==> images/io_placement.png <==
Scale: 1.5 px per um. Pins as bars across the die edge, other pins in grey.
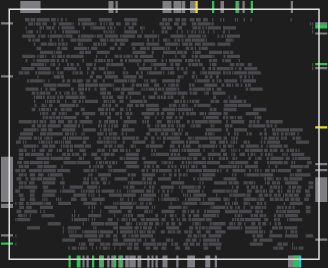
==> images/placement_by_type.png <==
Scale: 2 px per um. Fill, decap, tap and diode cells in grey.
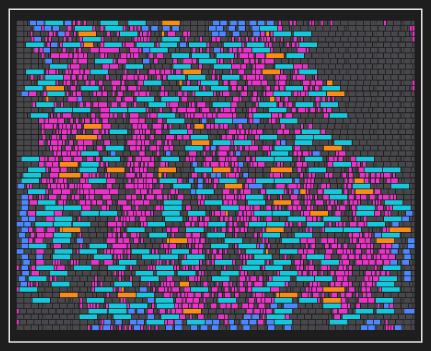
==> images/clocks.png <==
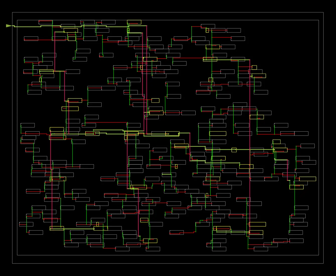
===== config.mk =====
export PLATFORM = sky130hd
export DESIGN_NAME = scaler_cfg_ctrl_flat
export DESIGN_NICKNAME = d
export VERILOG_FILES = /design/src/rtl/scaler_cfg_ctrl_if.sv /design/src/rtl/scaler_cfg_ctrl.sv /design/src/flat_wrapper.sv
export SDC_FILE = /design/constraint.sdc
export NUM_CORES = 1
export LEC_CHECK = 0
export CORE_ASPECT_RATIO = 0.8
export CORE_MARGIN = 3
export CORE_UTILIZATION = 45
export DETAILED_ROUTE_END_ITERATION = 7
export PLACE_DENSITY = 0.65
export SYNTH_ARGS = -nofsm -noshare
export SYNTH_HDL_FRONTEND = slang
export SYNTH_SLANG_ARGS = --single-unit

===== constraint.sdc =====
create_clock -name clk -period 3.8 [get_ports clk]
set_input_delay 0.57 -clock clk [delete_from_list [all_inputs] [get_ports clk]]
set_output_delay 0.57 -clock clk [all_outputs]
set_load 0.01 [all_outputs]

===== src/rtl/scaler_cfg_ctrl_if.sv =====
// Host configuration bus of scaler_cfg_ctrl.
// Handshake: the host pulses cfg_wr for one cycle with cfg_step/cfg_w/cfg_h
// valid in that same cycle. The request is taken only while cfg_busy is low.
// A cfg_wr seen while cfg_busy is high is dropped (no queueing). cfg_err
// reports that the most recent accepted request was rejected.
interface scaler_cfg_ctrl_if #(
    parameter int DIM_WIDTH = 16
);
    logic                 cfg_wr;
    logic [15:0]          cfg_step;
    logic [DIM_WIDTH-1:0] cfg_w;
    logic [DIM_WIDTH-1:0] cfg_h;
    logic                 cfg_busy;
    logic                 cfg_err;

    modport master (
        output cfg_wr, cfg_step, cfg_w, cfg_h,
        input  cfg_busy, cfg_err
    );

    modport slave (
        input  cfg_wr, cfg_step, cfg_w, cfg_h,
        output cfg_busy, cfg_err
    );
endinterface


===== src/rtl/scaler_cfg_ctrl.sv =====
// Configuration sequencer and output-geometry checker for the
// scaler_h -> scaler_v chain. A host request is turned into output line size
// and line count by an iterative accumulator, then committed at the next input
// frame boundary (vs_i rise). The scaler_v output stream is measured against
// the committed geometry.
// Optional statistics counters are built when SCALER_CFG_CTRL_STAT_EN is
// defined; otherwise stat_frames and stat_last_w are tied to 0.
module scaler_cfg_ctrl #(
    parameter int STEP          = 4096,
    parameter int LINE_SIZE_MAX = 150,
    parameter int DIM_WIDTH     = 16
) (
    input  logic                 clk,
    input  logic                 rst_n,
    scaler_cfg_ctrl_if.slave     cfg,
    input  logic                 vs_i,
    output logic [15:0]          scale_step,
    output logic [DIM_WIDTH-1:0] scale_line_size,
    output logic [DIM_WIDTH-1:0] scale_frame_h,
    output logic                 apply_o,
    input  logic                 de_o,
    input  logic                 hs_o,
    input  logic                 vs_o,
    output logic                 err_line,
    output logic                 err_frame,
    input  logic                 err_clr,
    output logic [15:0]          stat_frames,
    output logic [DIM_WIDTH-1:0] stat_last_w,
    output logic [1:0]           dbg_state
);
    localparam int PW = DIM_WIDTH + 16;   // dim * STEP
    localparam int AW = DIM_WIDTH + 17;   // accumulator, headroom of one step
    localparam int IW = $clog2(LINE_SIZE_MAX + 3);
    localparam logic [15:0]          STEP_W  = 16'(STEP);
    localparam logic [DIM_WIDTH-1:0] N_MAX   = DIM_WIDTH'(LINE_SIZE_MAX + 1);
    localparam logic [IW-1:0]        GUARD   = IW'(LINE_SIZE_MAX + 2);

    typedef enum logic [1:0] {
        IDLE = 2'd0,
        CALC = 2'd1,
        PEND = 2'd2
    } state_t;

    state_t               state_q, state_d;
    logic [15:0]          req_step_q, req_step_d;
    logic [DIM_WIDTH-1:0] req_w_q, req_w_d, req_h_q, req_h_d;
    logic [AW-1:0]        acc_x_q, acc_x_d, acc_y_q, acc_y_d;
    logic [DIM_WIDTH-1:0] n_x_q, n_x_d, n_y_q, n_y_d;
    logic [IW-1:0]        iter_q, iter_d;
    logic                 cfg_err_q, cfg_err_d;
    logic [15:0]          scale_step_q, scale_step_d;
    logic [DIM_WIDTH-1:0] line_size_q, line_size_d, frame_h_q, frame_h_d;
    logic                 apply_q, apply_d;
    logic                 vs_i_q;

    logic [PW-1:0]        tgt_x, tgt_y;
    logic                 done_x, done_y;
    logic                 cfg_err_set;
    logic                 commit;

    // Targets dim*STEP held at full precision so ceil(dim*STEP/step) is exact
    assign tgt_x  = PW'(req_w_q) * PW'(STEP);
    assign tgt_y  = PW'(req_h_q) * PW'(STEP);
    assign done_x = acc_x_q >= AW'(tgt_x);
    assign done_y = acc_y_q >= AW'(tgt_y);

    // Sequencer next-state: request latch, iterative division, frame-boundary commit
    always_comb begin
        state_d      = state_q;
        req_step_d   = req_step_q;
        req_w_d      = req_w_q;
        req_h_d      = req_h_q;
        acc_x_d      = acc_x_q;
        acc_y_d      = acc_y_q;
        n_x_d        = n_x_q;
        n_y_d        = n_y_q;
        iter_d       = iter_q;
        scale_step_d = scale_step_q;
        line_size_d  = line_size_q;
        frame_h_d    = frame_h_q;
        apply_d      = 1'b0;
        cfg_err_set  = 1'b0;
        commit       = 1'b0;
        case (state_q)
            IDLE: begin
                if (cfg.cfg_wr) begin
                    req_step_d = cfg.cfg_step;
                    req_w_d    = cfg.cfg_w;
                    req_h_d    = cfg.cfg_h;
                    if (cfg.cfg_step == '0 || cfg.cfg_w == '0 || cfg.cfg_h == '0) begin
                        cfg_err_set = 1'b1;
                    end else begin
                        acc_x_d = '0;
                        acc_y_d = '0;
                        n_x_d   = '0;
                        n_y_d   = '0;
                        iter_d  = '0;
                        state_d = CALC;
                    end
                end
            end
            CALC: begin
                if (done_x && done_y) begin
                    if (n_x_q > N_MAX || n_y_q > N_MAX) begin
                        cfg_err_set = 1'b1;
                        state_d     = IDLE;
                    end else begin
                        state_d = PEND;
                    end
                end else if (iter_q == GUARD) begin
                    // Result cannot be legal any more; stop burning cycles
                    cfg_err_set = 1'b1;
                    state_d     = IDLE;
                end else begin
                    if (!done_x) begin
                        acc_x_d = acc_x_q + AW'(req_step_q);
                        n_x_d   = n_x_q + 1'b1;
                    end
                    if (!done_y) begin
                        acc_y_d = acc_y_q + AW'(req_step_q);
                        n_y_d   = n_y_q + 1'b1;
                    end
                    iter_d = iter_q + 1'b1;
                end
            end
            PEND: begin
                if (vs_i && !vs_i_q) begin
                    scale_step_d = req_step_q;
                    line_size_d  = n_x_q - 1'b1;
                    frame_h_d    = n_y_q;
                    apply_d      = 1'b1;
                    commit       = 1'b1;
                    state_d      = IDLE;
                end
            end
            default: state_d = IDLE;
        endcase
        cfg_err_d = err_clr ? 1'b0 : (cfg_err_q | cfg_err_set);
    end

    // Sequencer state and committed configuration registers
    always_ff @(posedge clk or negedge rst_n) begin
        if (!rst_n) begin
            state_q      <= IDLE;
            req_step_q   <= '0;
            req_w_q      <= '0;
            req_h_q      <= '0;
            acc_x_q      <= '0;
            acc_y_q      <= '0;
            n_x_q        <= '0;
            n_y_q        <= '0;
            iter_q       <= '0;
            cfg_err_q    <= 1'b0;
            scale_step_q <= STEP_W;
            line_size_q  <= '0;
            frame_h_q    <= '0;
            apply_q      <= 1'b0;
            vs_i_q       <= 1'b0;
        end else begin
            state_q      <= state_d;
            req_step_q   <= req_step_d;
            req_w_q      <= req_w_d;
            req_h_q      <= req_h_d;
            acc_x_q      <= acc_x_d;
            acc_y_q      <= acc_y_d;
            n_x_q        <= n_x_d;
            n_y_q        <= n_y_d;
            iter_q       <= iter_d;
            cfg_err_q    <= cfg_err_d;
            scale_step_q <= scale_step_d;
            line_size_q  <= line_size_d;
            frame_h_q    <= frame_h_d;
            apply_q      <= apply_d;
            vs_i_q       <= vs_i;
        end
    end

    // ---------------- output stream checker ----------------
    logic                 hs_q, vs_q;
    logic [DIM_WIDTH-1:0] line_cnt_q, line_cnt_d;
    logic [DIM_WIDTH-1:0] frame_lines_q, frame_lines_d;
    logic                 skip_q, skip_d;
    logic                 err_line_q, err_line_d, err_frame_q, err_frame_d;
    logic                 hs_rise, vs_rise, chk_en, line_done;
    logic [DIM_WIDTH-1:0] lines_now;

    assign hs_rise   = hs_o && !hs_q;
    assign vs_rise   = vs_o && !vs_q;
    assign chk_en    = frame_h_q != '0;
    assign line_done = hs_rise && (line_cnt_q != '0);
    assign lines_now = frame_lines_q + DIM_WIDTH'(line_done);

    // Checker next-state: per-line de count, per-frame line count, sticky errors
    always_comb begin
        line_cnt_d    = hs_rise ? '0 : line_cnt_q + DIM_WIDTH'(de_o);
        frame_lines_d = vs_rise ? '0 : lines_now;
        // The frame in flight at a commit was built with the old geometry
        skip_d        = commit ? 1'b1 : (vs_rise ? 1'b0 : skip_q);
        err_line_d    = err_line_q;
        err_frame_d   = err_frame_q;
        if (line_done && chk_en && line_cnt_q != line_size_q + 1'b1) begin
            err_line_d = 1'b1;
        end
        if (vs_rise && chk_en && !skip_q && lines_now != frame_h_q) begin
            err_frame_d = 1'b1;
        end
        if (err_clr) begin
            err_line_d  = 1'b0;
            err_frame_d = 1'b0;
        end
    end

    // Checker registers
    always_ff @(posedge clk or negedge rst_n) begin
        if (!rst_n) begin
            hs_q          <= 1'b0;
            vs_q          <= 1'b0;
            line_cnt_q    <= '0;
            frame_lines_q <= '0;
            skip_q        <= 1'b0;
            err_line_q    <= 1'b0;
            err_frame_q   <= 1'b0;
        end else begin
            hs_q          <= hs_o;
            vs_q          <= vs_o;
            line_cnt_q    <= line_cnt_d;
            frame_lines_q <= frame_lines_d;
            skip_q        <= skip_d;
            err_line_q    <= err_line_d;
            err_frame_q   <= err_frame_d;
        end
    end

`ifdef SCALER_CFG_CTRL_STAT_EN
    logic [15:0]          stat_frames_q, stat_frames_d;
    logic [DIM_WIDTH-1:0] stat_last_w_q, stat_last_w_d;

    // Statistics next-state: frame counter wraps, last line length on line end
    always_comb begin
        stat_frames_d = vs_rise ? stat_frames_q + 1'b1 : stat_frames_q;
        stat_last_w_d = line_done ? line_cnt_q : stat_last_w_q;
    end

    // Statistics registers
    always_ff @(posedge clk or negedge rst_n) begin
        if (!rst_n) begin
            stat_frames_q <= '0;
            stat_last_w_q <= '0;
        end else begin
            stat_frames_q <= stat_frames_d;
            stat_last_w_q <= stat_last_w_d;
        end
    end

    assign stat_frames = stat_frames_q;
    assign stat_last_w = stat_last_w_q;
`else
    assign stat_frames = '0;
    assign stat_last_w = '0;
`endif

    assign cfg.cfg_busy    = state_q != IDLE;
    assign cfg.cfg_err     = cfg_err_q;
    assign scale_step      = scale_step_q;
    assign scale_line_size = line_size_q;
    assign scale_frame_h   = frame_h_q;
    assign apply_o         = apply_q;
    assign err_line        = err_line_q;
    assign err_frame       = err_frame_q;
    assign dbg_state       = state_q;
endmodule


===== src/flat_wrapper.sv =====
// flat-port wrapper written by rule: the top's interface ports become plain ports
module scaler_cfg_ctrl_flat 
#(
    parameter int STEP          = 4096,
    parameter int LINE_SIZE_MAX = 150,
    parameter int DIM_WIDTH     = 16
)
  (clk, rst_n, vs_i, scale_step, scale_line_size, scale_frame_h, apply_o, de_o, hs_o, vs_o, err_line, err_frame, err_clr, stat_frames, stat_last_w, dbg_state, cfg_cfg_wr, cfg_cfg_step, cfg_cfg_w, cfg_cfg_h, cfg_cfg_busy, cfg_cfg_err);
  scaler_cfg_ctrl_if #(.DIM_WIDTH(DIM_WIDTH)) cfg_i ();
  input  logic clk;
  input  logic rst_n;
  input  logic vs_i;
  output logic [15:0] scale_step;
  output logic [DIM_WIDTH-1:0] scale_line_size;
  output logic [DIM_WIDTH-1:0] scale_frame_h;
  output logic apply_o;
  input  logic de_o;
  input  logic hs_o;
  input  logic vs_o;
  output logic err_line;
  output logic err_frame;
  input  logic err_clr;
  output logic [15:0] stat_frames;
  output logic [DIM_WIDTH-1:0] stat_last_w;
  output logic [1:0] dbg_state;
  input wire logic [$bits(cfg_i.cfg_wr)-1:0] cfg_cfg_wr;
  input wire logic [$bits(cfg_i.cfg_step)-1:0] cfg_cfg_step;
  input wire logic [$bits(cfg_i.cfg_w)-1:0] cfg_cfg_w;
  input wire logic [$bits(cfg_i.cfg_h)-1:0] cfg_cfg_h;
  output wire logic [$bits(cfg_i.cfg_busy)-1:0] cfg_cfg_busy;
  output wire logic [$bits(cfg_i.cfg_err)-1:0] cfg_cfg_err;
  assign cfg_i.cfg_wr = cfg_cfg_wr;
  assign cfg_i.cfg_step = cfg_cfg_step;
  assign cfg_i.cfg_w = cfg_cfg_w;
  assign cfg_i.cfg_h = cfg_cfg_h;
  assign cfg_cfg_busy = cfg_i.cfg_busy;
  assign cfg_cfg_err = cfg_i.cfg_err;
  scaler_cfg_ctrl #(.STEP(STEP), .LINE_SIZE_MAX(LINE_SIZE_MAX), .DIM_WIDTH(DIM_WIDTH)) u_core (.clk(clk), .rst_n(rst_n), .cfg(cfg_i), .vs_i(vs_i), .scale_step(scale_step), .scale_line_size(scale_line_size), .scale_frame_h(scale_frame_h), .apply_o(apply_o), .de_o(de_o), .hs_o(hs_o), .vs_o(vs_o), .err_line(err_line), .err_frame(err_frame), .err_clr(err_clr), .stat_frames(stat_frames), .stat_last_w(stat_last_w), .dbg_state(dbg_state));
endmodule

==> impl_metrics.toml <==
# physical design summary
[worst_setup_path]
critPathMaxStageDelay_ps = 640
slowest_stage = "sky130_fd_sc_hd__nor4_1"
endpoint = "u_core.cfg.cfg_err$_DFF_PN0_"
critical_path.startpoint_type = "flop"
critPathMostFrequentCell = "sky130_fd_sc_hd__nor4_1"
required_time_at_the_worst_slack_endpoint_ps = 4210
worst_reg_to_reg_setup_slack_ps = 530
rr_endpoint = "u_core.cfg.cfg_err$_DFF_PN0_"
cp-startpoint = "u_core.acc_y_q[1]$_DFFE_PN0P_"
cp.arrival_ps = 3690
worstSetupEndpointType = "flop"
crit-reg2reg-launch = "u_core.acc_y_q[1]$_DFFE_PN0P_"
path_class = "flop to flop"
worst_r2r_path_depth = 7
timing.critical_path.fanout_max = 7
crit_chain = "nor4_1 -> and3_1 -> a41oi_1 -> a21oi_1 -> nor2_1 -> nor4_1 -> o41ai_1"

[synthesis]
netlist_area_um2 = 14300
topCellsByArea = "sky130_fd_sc_hd__dfrtp_1 (42%), sky130_fd_sc_hd__nand2_1 (7.1%), sky130_fd_sc_hd__ha_1 (6.5%)"
enable_flop_cells = 0
netlist_instances = 1575
ys_async_sr_fraction_pct = 100
synth.largest_area_cell = "sky130_fd_sc_hd__dfrtp_1"
synth-main-ff-cell = "sky130_fd_sc_hd__dfrtp_1"
yosysWarnings = 0
ys_top_cells_by_count = "sky130_fd_sc_hd__nand2_1 (270), sky130_fd_sc_hd__dfrtp_1 (243), sky130_fd_sc_hd__nor2_1 (92)"
synth_cell_types = 73
top_area_share_pct = 42.4
synth.yosys.num_cells = 1575
ys_seq_share_pct = 42.6
synth_chip_area_um2 = 14300
ys.flops = 244
syn_area_per_cell_um2 = 9.10
yosysMostFrequentCell = "sky130_fd_sc_hd__nand2_1"

[cells_and_area]
final_cell_area_um2 = 16700
fraction_of_area_in_non_clock_buffers_pct = 7.91
logic_gate_count = 1208
combGateArea_um2 = 7630
area_share_clock_buf_inv_pct = 5.68
nFillCells = 2769
count_of_plain_and_timing_repair_buffers = 134
finalNetCount = 1802
register_area_um2 = 6110
final_cell_mix = "sky130_fd_sc_hd__nand2_1 (270), sky130_fd_sc_hd__dfrtp_1 (243), sky130_fd_sc_hd__clkdlybuf4s50_1 (109), sky130_fd_sc_hd__o21ai_0 (91), sky130_fd_sc_hd__nor2_1 (90)"
instances_no_fill = 2104
inverters = 55
synthToLayoutAreaGrowth_pct = 16.8
combAreaFraction_pct = 45.6
layout_cells_sized_above_1_pct = 6.33
most_common_cell_after_layout_fill_and_taps_aside = "sky130_fd_sc_hd__nand2_1"
largest_cell_class = "logic gates"
antenna_cells_inserted = 0

[timing]
timing.setup.tns_ps = 0
finalCritPeriodShare_pct = 86.1
drv_slew = 0
fin_crit_ps = 3270
timing.slew.headroom_pct = 48.4
setup_violations = 0
achievable-frequency_mhz = 306
transition_time_at_the_pin_with_the_least_slew_margin_ps = 774
setup_repair_after_global_routing_missed_its_margin = "false"
hold_violations = 0

[clock_network]
post_cts_resized = 0
clock_tree.buffer_depth = 3
htree_num_levels = 1
cts_tree = "done"
postCtsSetupRepairBufs = 0
clkSinkCount = 244
cts_hold_buf = 0
clk_root_buffer_cell = "sky130_fd_sc_hd__clkbuf_16"
clk_pin_slew_ps = 60

[placement]
hpwlAfterDp_mm = 27.1
post_dp_cell_area_um2 = 15800
dp.cells = 2054
place.gp.congestion = 0.888

[drt]
via_per_inst = 5.55
avgRoutedWirePerCell_um = 17.5
detail_route.drc_violations = 0
detailedRoute.firstPassIterationCount = 7
detailedRoute.firstIterationViolations = 788
detail_route.wirelength_mm = 36.9
dr_total_vias = 11700
antenna_violating_nets_left = 0

[job]
openroad.warnings = 29
cap_viol_max_count = 0

[pwr]
combPwrFrac_pct = 44.3
power-per-cell-area_nw_per_um2 = 752
power_spent_charging_and_discharging_nets_uw = 5110
vdd_drop_max_mv = 0.518
clkPwrFrac_pct = 22.5
power_leakage_uw = 0.00769
power.share.sequential_pct = 33.2
internal-power_uw = 7480
switching_share_pct = 40.6

[global_routing]
total_grt_usage_pct = 21.4
first_global_vias = 11000
grt_antenna_before_repair = 0
grt_start_max_net_pins = 88
grt.overflow.total = 0
grt_busiest_layer = "met1"
wire_length_of_the_first_global_routing_pass_mm = 60.0
met1_grt_util_pct = 32.6
grtUsageMet2_pct = 32.3
met3_usage_pct = 3.41

[worst_hold_path]
hold_class = "input pin to asynchronous set/reset pin"

[floorplan]
design.portCount = 143
nWellTaps = 413
core_util_floorplan_pct = 46.4
chip_area_um2 = 34000

[status]
run_status = "finished clean"
Back to the opening pictures, io_placement.png:
dbg_state -> yellow  # pins 2, direction output, edge 1 top, 1 right
de_o -> cyan  # pins 1, direction input, edge bottom
stat_frames -> green  # pins 16, direction output, edge 9 bottom, 3 right, 3 top, 1 left
all pins by edge = 49 bottom, 44 top, 28 left, 22 right
Port Buffer Count: 110
Chip Width: 206 um
die boundary height: 166 um

Back to the opening pictures, placement_by_type.png:
other buffers and delay cells -> blue  # cells 134
clock drivers and dummy loads -> orange  # cells 50
combinational and other logic -> magenta  # cells 1263
flops -> cyan  # cells 244
core area: 30900 um^2
sequential fraction of total cell area: 36.5%
number of standard-cell rows in the floorplan: 57
fin util: 54.2%

Back to the opening pictures, clocks.png:
clk_skew: 30.1 ps
Clock buffer cells: 39
clock insertion delay at the later pin of the skew report: 560 ps
seq_cells: 244
number of buffers inserted during clock tree synthesis: 27

## worst max-delay path: cells and delay by family (launching register included)
kind | cells | cell delay (ps)
DFF | 1 | 440
and+or+nand+nor | 4 | 1760
AOI/OAI and AO/OA | 3 | 930
## cells by family (layout without fill, tap and decap cells)
family,after synthesis,count (layout),share of synthesized area [%]
DFF,244,244,42.6
and+or+nand+nor,663,663,22.8
adders and majority gates,76,76,6.74
AOI/OAI and AO/OA,279,279,12.4
muxes,60,60,4.37
buffers and inverters,154,239,5.00
xor gates and xnor gates,98,98,5.99
other,1,32,0.0262
## state kept, by name, indices dropped and copies added (netlist names), 2 cells and up
signal                  count
u_core.acc_x_q             33
u_core.acc_y_q             33
u_core.frame_lines_q       16
u_core.line_cnt_q          16
u_core.n_x_q               16
u_core.n_y_q               16
u_core.req_h_q             16
u_core.req_step_q          16
u_core.req_w_q             16
u_core.scale_frame_h       16
u_core.scale_line_size     16
u_core.scale_step          16
u_core.iter_q               8
u_core.dbg_state            2
## layer usage
layer	part of all wire (%)	wire length, um
met3	5.1	1880
met2	44	16300
met5	0	0
met4	2.0	722
met1	49	18000
## metrics by stage
stage | hold slack [ps] | total power [uW] | worst slack, ps
after floorplan | 274 | 8160 | 903
after global placement | 449 | 9610 | 287
after detailed placement | 460 | 9750 | 254
after CTS | 54.8 | 12600 | 508
after global routing | 79.0 | 13600 | 415
final | 27.5 | 12600 | 528
## power groups by stage
| stage | combinational, uW | clock [uW] | sequential (uW) |
|---|---|---|---|
| floorplan | 4310 | 0 | 3850 |
| global placement | 5410 | 0 | 4200 |
| detailed placement | 5540 | 0 | 4210 |
| CTS | 5560 | 2880 | 4170 |
| global route | 6290 | 2990 | 4290 |
| finish | 5580 | 2830 | 4180 |
Power and IR drop assume default switching activity.
